run_1/ff_map.png
Other sequential cells in the stronger gray, the rest of the logic in the fainter gray.
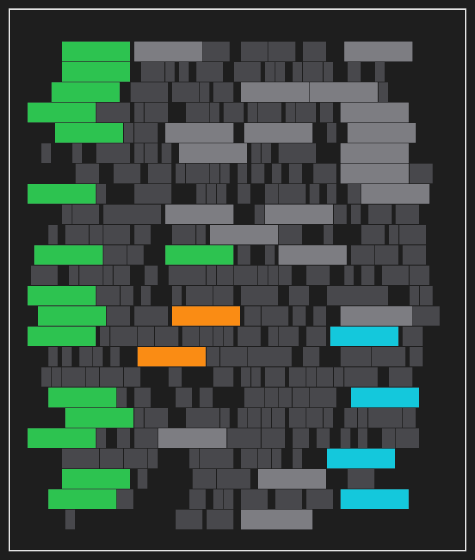
run_1/clock_wires.png
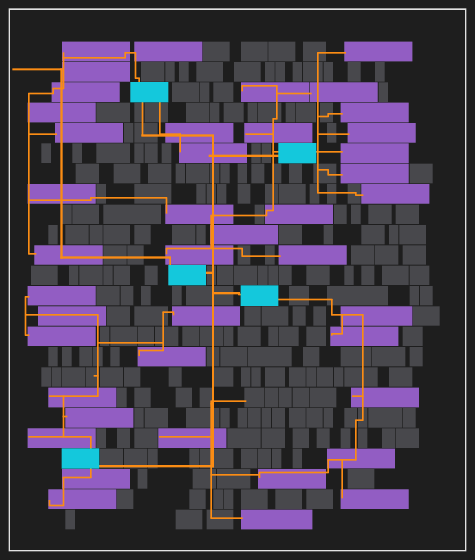
run_1/congestion_map.png
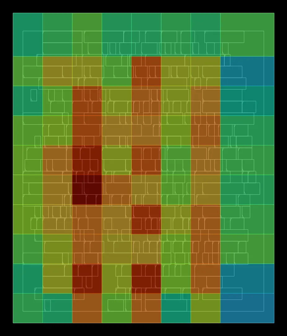
<file path="src/rtl/ps2_key_tx.sv">
// PS/2 device-side keyboard transmitter: turns make/break key events into framed scan-code bytes.
// Define PS2_EXT_KEY_EN to add the key_ext input and the 0xE0 extended-key prefix.
`timescale 1ns/1ps
module ps2_key_tx #(
    parameter int unsigned CLK_DIV    = 50,
    parameter int unsigned GAP_HALVES = 2
) (
    input  logic       clk,
    input  logic       clrn,
    input  logic       key_valid,
    input  logic [7:0] key_code,
    input  logic       key_release,
`ifdef PS2_EXT_KEY_EN
    input  logic       key_ext,
`endif
    output logic       key_ready,
    output logic       ps2_clk,
    output logic       ps2_data,
    output logic       busy,
    output logic       frame_done
);

    typedef enum logic [1:0] {StIdle, StBitHi, StBitLo, StGap} state_e;

    localparam logic [15:0] HalfLast  = 16'(CLK_DIV - 1);
    localparam int unsigned GapCycles = GAP_HALVES * CLK_DIV;
    localparam logic [15:0] GapLast   = (GapCycles == 0) ? 16'd0 : 16'(GapCycles - 1);

    state_e          state_q, state_d;
    logic [15:0]     cnt_q, cnt_d;
    logic [3:0]      bit_q, bit_d;
    logic [2:0][7:0] seq_q, seq_d;
    logic [1:0]      left_q, left_d;
    logic            ps2_clk_q, ps2_clk_d;
    logic            ps2_data_q, ps2_data_d;
    logic            ext_evt;

`ifdef PS2_EXT_KEY_EN
    assign ext_evt = key_ext;
`else
    assign ext_evt = 1'b0;
`endif

    // Bit idx of the 11-bit frame: start, data LSB first, odd parity, stop.
    function automatic logic frame_bit(input logic [7:0] b, input logic [3:0] idx);
        logic [15:0] f;
        f = {5'b11111, ~^b, b, 1'b0};
        return f[idx];
    endfunction

    always_comb begin
        state_d    = state_q;
        cnt_d      = cnt_q + 16'd1;
        bit_d      = bit_q;
        seq_d      = seq_q;
        left_d     = left_q;
        ps2_clk_d  = ps2_clk_q;
        ps2_data_d = ps2_data_q;
        case (state_q)
            StIdle: begin
                cnt_d      = '0;
                ps2_clk_d  = 1'b1;
                ps2_data_d = 1'b1;
                if (key_valid) begin
                    state_d    = StBitHi;
                    bit_d      = '0;
                    ps2_data_d = 1'b0;
                    // seq_q[0] is always the byte on the wire.
                    unique case ({ext_evt, key_release})
                        2'b00: begin seq_d = {8'h00, 8'h00, key_code}; left_d = 2'd1; end
                        2'b01: begin seq_d = {8'h00, key_code, 8'hF0}; left_d = 2'd2; end
                        2'b10: begin seq_d = {8'h00, key_code, 8'hE0}; left_d = 2'd2; end
                        default: begin seq_d = {key_code, 8'hF0, 8'hE0}; left_d = 2'd3; end
                    endcase
                end
            end
            StBitHi: begin
                if (cnt_q == HalfLast) begin
                    state_d   = StBitLo;
                    cnt_d     = '0;
                    ps2_clk_d = 1'b0;
                end
            end
            StBitLo: begin
                if (cnt_q == HalfLast) begin
                    cnt_d     = '0;
                    ps2_clk_d = 1'b1;
                    if (bit_q == 4'd10) begin
                        state_d    = StGap;
                        bit_d      = '0;
                        ps2_data_d = 1'b1;
                    end else begin
                        state_d    = StBitHi;
                        bit_d      = bit_q + 4'd1;
                        ps2_data_d = frame_bit(seq_q[0], bit_q + 4'd1);
                    end
                end
            end
            StGap: begin
                if (cnt_q == GapLast) begin
                    cnt_d = '0;
                    bit_d = '0;
                    if (left_q > 2'd1) begin
                        state_d    = StBitHi;
                        seq_d      = {8'h00, seq_q[2], seq_q[1]};
                        left_d     = left_q - 2'd1;
                        ps2_data_d = 1'b0;
                    end else begin
                        state_d = StIdle;
                        left_d  = '0;
                    end
                end
            end
            default: begin
                state_d    = StIdle;
                cnt_d      = '0;
                bit_d      = '0;
                ps2_clk_d  = 1'b1;
                ps2_data_d = 1'b1;
            end
        endcase
    end

    always_ff @(posedge clk or negedge clrn) begin
        if (!clrn) begin
            state_q    <= StIdle;
            cnt_q      <= '0;
            bit_q      <= '0;
            seq_q      <= '0;
            left_q     <= '0;
            ps2_clk_q  <= 1'b1;
            ps2_data_q <= 1'b1;
        end else begin
            state_q    <= state_d;
            cnt_q      <= cnt_d;
            bit_q      <= bit_d;
            seq_q      <= seq_d;
            left_q     <= left_d;
            ps2_clk_q  <= ps2_clk_d;
            ps2_data_q <= ps2_data_d;
        end
    end

    assign ps2_clk    = ps2_clk_q;
    assign ps2_data   = ps2_data_q;
    assign key_ready  = (state_q == StIdle);
    assign busy       = (state_q != StIdle);
    assign frame_done = (state_q == StBitLo) && (bit_q == 4'd10) && (cnt_q == HalfLast);

endmodule
</file>
<file path="config.mk">
export PLATFORM = sky130hd
export DESIGN_NAME = ps2_key_tx
export DESIGN_NICKNAME = d
export VERILOG_FILES = /design/src/rtl/ps2_key_tx.sv
export SDC_FILE = /design/constraint.sdc
export NUM_CORES = 1
export LEC_CHECK = 0
export CORE_ASPECT_RATIO = 1.2
export CORE_MARGIN = 2
export CORE_UTILIZATION = 63
export DETAILED_ROUTE_END_ITERATION = 10
export PLACE_DENSITY = 0.92
export RECOVER_POWER = 50
export SLEW_MARGIN = 0
export SYNTH_ARGS = -nofsm -noshare
export SYNTH_HDL_FRONTEND = slang
export SYNTH_SLANG_ARGS = --single-unit
</file>
<file path="constraint.sdc">
create_clock -name clk -period 4.5 [get_ports clk]
set_input_delay 0.9 -clock clk [delete_from_list [all_inputs] [get_ports clk]]
set_output_delay 0.9 -clock clk [all_outputs]
set_load 0.01 [all_outputs]
</file>
==> results.py, run 1 <==
# Metrics from the implementation run
metrics = {
    "critical_path": {
        "rr_startpoint": "cnt_q[13]",
        "endpoint": "frame_done",
        "path_max_fanout": 7,
    },
    "route": {
        "vias_per_cell": 5.66,
        "vias": 1846,
        "wire_per_inst_um": 14.0,
    },
    "power": {
        "power_leakage_nw": 1.14,
        "seq-power_w": 0.000565,
        "p_seq_share_pct": 35.6,
        "p_total_w": 0.00159,
    },
    "global_routing": {
        "grt_overflow": 0,
        "grt_start_max_net_pins": 43,
    },
    "synth": {
        "netlist_area_mm2": 0.00244,
        "yosysUniqueCellTypes": 49,
        "topCellsByArea": "dfrtp_1 (41%), nand2_1 (5.5%), nor2_1 (5.4%)",
        "synthAoiAreaFrac_pct": 15.0,
        "synth_nets": 279,
    },
    "flow_run": {
        "cap_violations": 2,
    },
    "status": {
        "violations": "capacitance limit, slew limit",
        "status": "finished with violations",
    },
    "final_timing": {
        "report.final.slew_viol_count": 60,
    },
    "clocking": {
        "root_buffer": "clkbuf_8",
    },
    "die": {
        "std_cell_rows": 24,
        "dieWidth_um": 60.8,
    },
    "cells_and_area": {
        "final_net_count": 294,
    },
    "placement": {
        "dpl_cell_area_mm2": 0.00262,
    },
}
Notes on ff_map.png above:
| netlist name | color | placed flops |
|---|---|---|
| `bit_q` | cyan | 4 |
| `cnt_q` | green | 16 |
| `left_q` | orange | 2 |
not colored: 20

Notes on clock_wires.png above:
[flip-flops] purple | count: 42
[clock-net drivers] cyan | count: 5
[clock wires] orange | length: 527 um
routed clock nets: 6
flops lie: widely spread

Notes on congestion_map.png above:
met2 usage: 39.1%
M3 GR Usage: 4.81%
met1 Resource Use GR: 30.6%

[run 1: layer usage]
metal	GRT usage (%)	share of wire (%)	up-vias
met4	10.4	3.0	0
met3	4.81	2.1	14
met2	39.1	51	25
li1	-	-	933
met5	0	0	-
met1	30.6	44	874
[run 1: cell type report]
type	instances	area, um^2
multi-input combinational	198	1270
sequential	42	1050
fill	298	981
timing repair buffer	17	161
clock buffer	6	82.6
tap	52	65.1
inverter	9	33.8
clock inverter	2	12.5
[run 1: synth_stat cells, drive strengths merged (3+ instances only)]
cell and n:
dfrtp 40, nand2 36, nor2 35, o21ai 23, xnor2 14, a21oi 11
ha 9, inv 9, nand3 9, xor2 9, nand4 6, nor4 6
buf 5, a22oi 4, clkbuf 4, nor3 4, a31oi 3, and2 3
mux2i 3
## Run 2: what changed since run 1
CORE_UTILIZATION = 53   (was 63)
PLACE_DENSITY = 0.83   (was 0.92)
clock period = 2.75 ns   (was 4.5 ns; I/O delays follow)
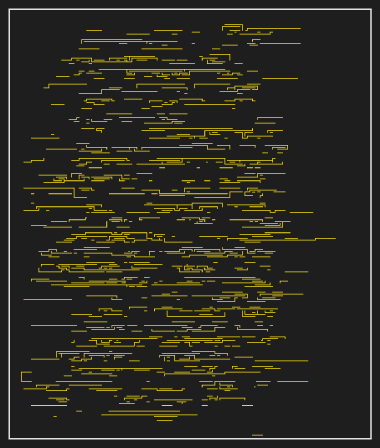
run_2/m1.png
longest straight run: 23.0 um
main direction: horizontal
nets with wire on the layer: 268
share of all routed wire: 43%
wire length on this layer: 2070 um

==> results.py, run 2 <==
# Metrics from the implementation run
metrics = {
    "status": {
        "status": "finished with violations",
        "violations": "capacitance limit, slew limit",
    },
    "cells_and_area": {
        "clock_area_share_pct": 4.00,
        "sh_comb_area_pct": 47.2,
        "fillers": 381,
        "flops": 42,
        "final_net_count": 297,
        "mi_logic_area_mm2": 0.00130,
        "num-multi-input-gates": 198,
        "buf_share_pct": 6.68,
        "inverters": 9,
        "signal_buffers": 20,
        "largest_cell_class": "combinational gates",
        "regArea_mm2": 0.00105,
    },
    "synth": {
        "yosysUniqueCellTypes": 49,
        "topCellsByArea": "dfrtp_1 (41%), nand2_1 (5.5%), nor2_1 (5.4%)",
        "synth_nets": 279,
        "synthAoiAreaFrac_pct": 15.0,
        "netlist_area_mm2": 0.00244,
        "common_cells": "dfrtp_1 (40), nand2_1 (36), nor2_1 (35)",
        "most_common_cell": "dfrtp_1",
    },
    "critical_path": {
        "rr_startpoint": "state_q[0]",
        "path_max_fanout": 11,
    },
    "route": {
        "wire_per_inst_um": 14.4,
    },
    "final_timing": {
        "report.final.slew_viol_count": 43,
    },
    "clocking": {
        "root_buffer": "clkbuf_8",
    },
    "flow_run": {
        "cap_violations": 1,
    },
    "placement": {
        "dpl_cell_area_mm2": 0.00264,
    },
    "power": {
        "p_total_w": 0.00270,
        "power_leakage_nw": 1.17,
    },
    "global_routing": {
        "grt_start_max_net_pins": 43,
    },
}
run 2: routing by layer:
metal	vias to the layer above	track usage (%)	wire, um
met5	-	0	0
met3	14	4.30	134
met2	35	35.8	2500
met1	920	25.6	2070
li1	937	-	-
met4	0	10.8	129
run 2: where the power goes:
part / total [W] / switching (W) / internal (W)
Sequential: 0.000924 / 0.000147 / 0.000777
Combinational: 0.00131 / 0.000771 / 0.000543
Clock: 0.000466 / 0.000212 / 0.000254
run 2: tightest hold or removal path, cell delays in order, from the launching register on:
cell and delay [ns]:
dfrtp_1 0.34, nand2_1 0.06, o21ai_2 0.05
run 2: stage by stage:
stage	setup slack, ns	std cells	utilization [%]
finish	0.164	335	60.8
global route	0.0289	335	60.8
CTS	0.114	334	60.7
detailed placement	0.436	326	58.3
global placement	0.487	326	58.3
floorplan	0.786	258	-
Power is estimated from default activity; no workload was simulated.
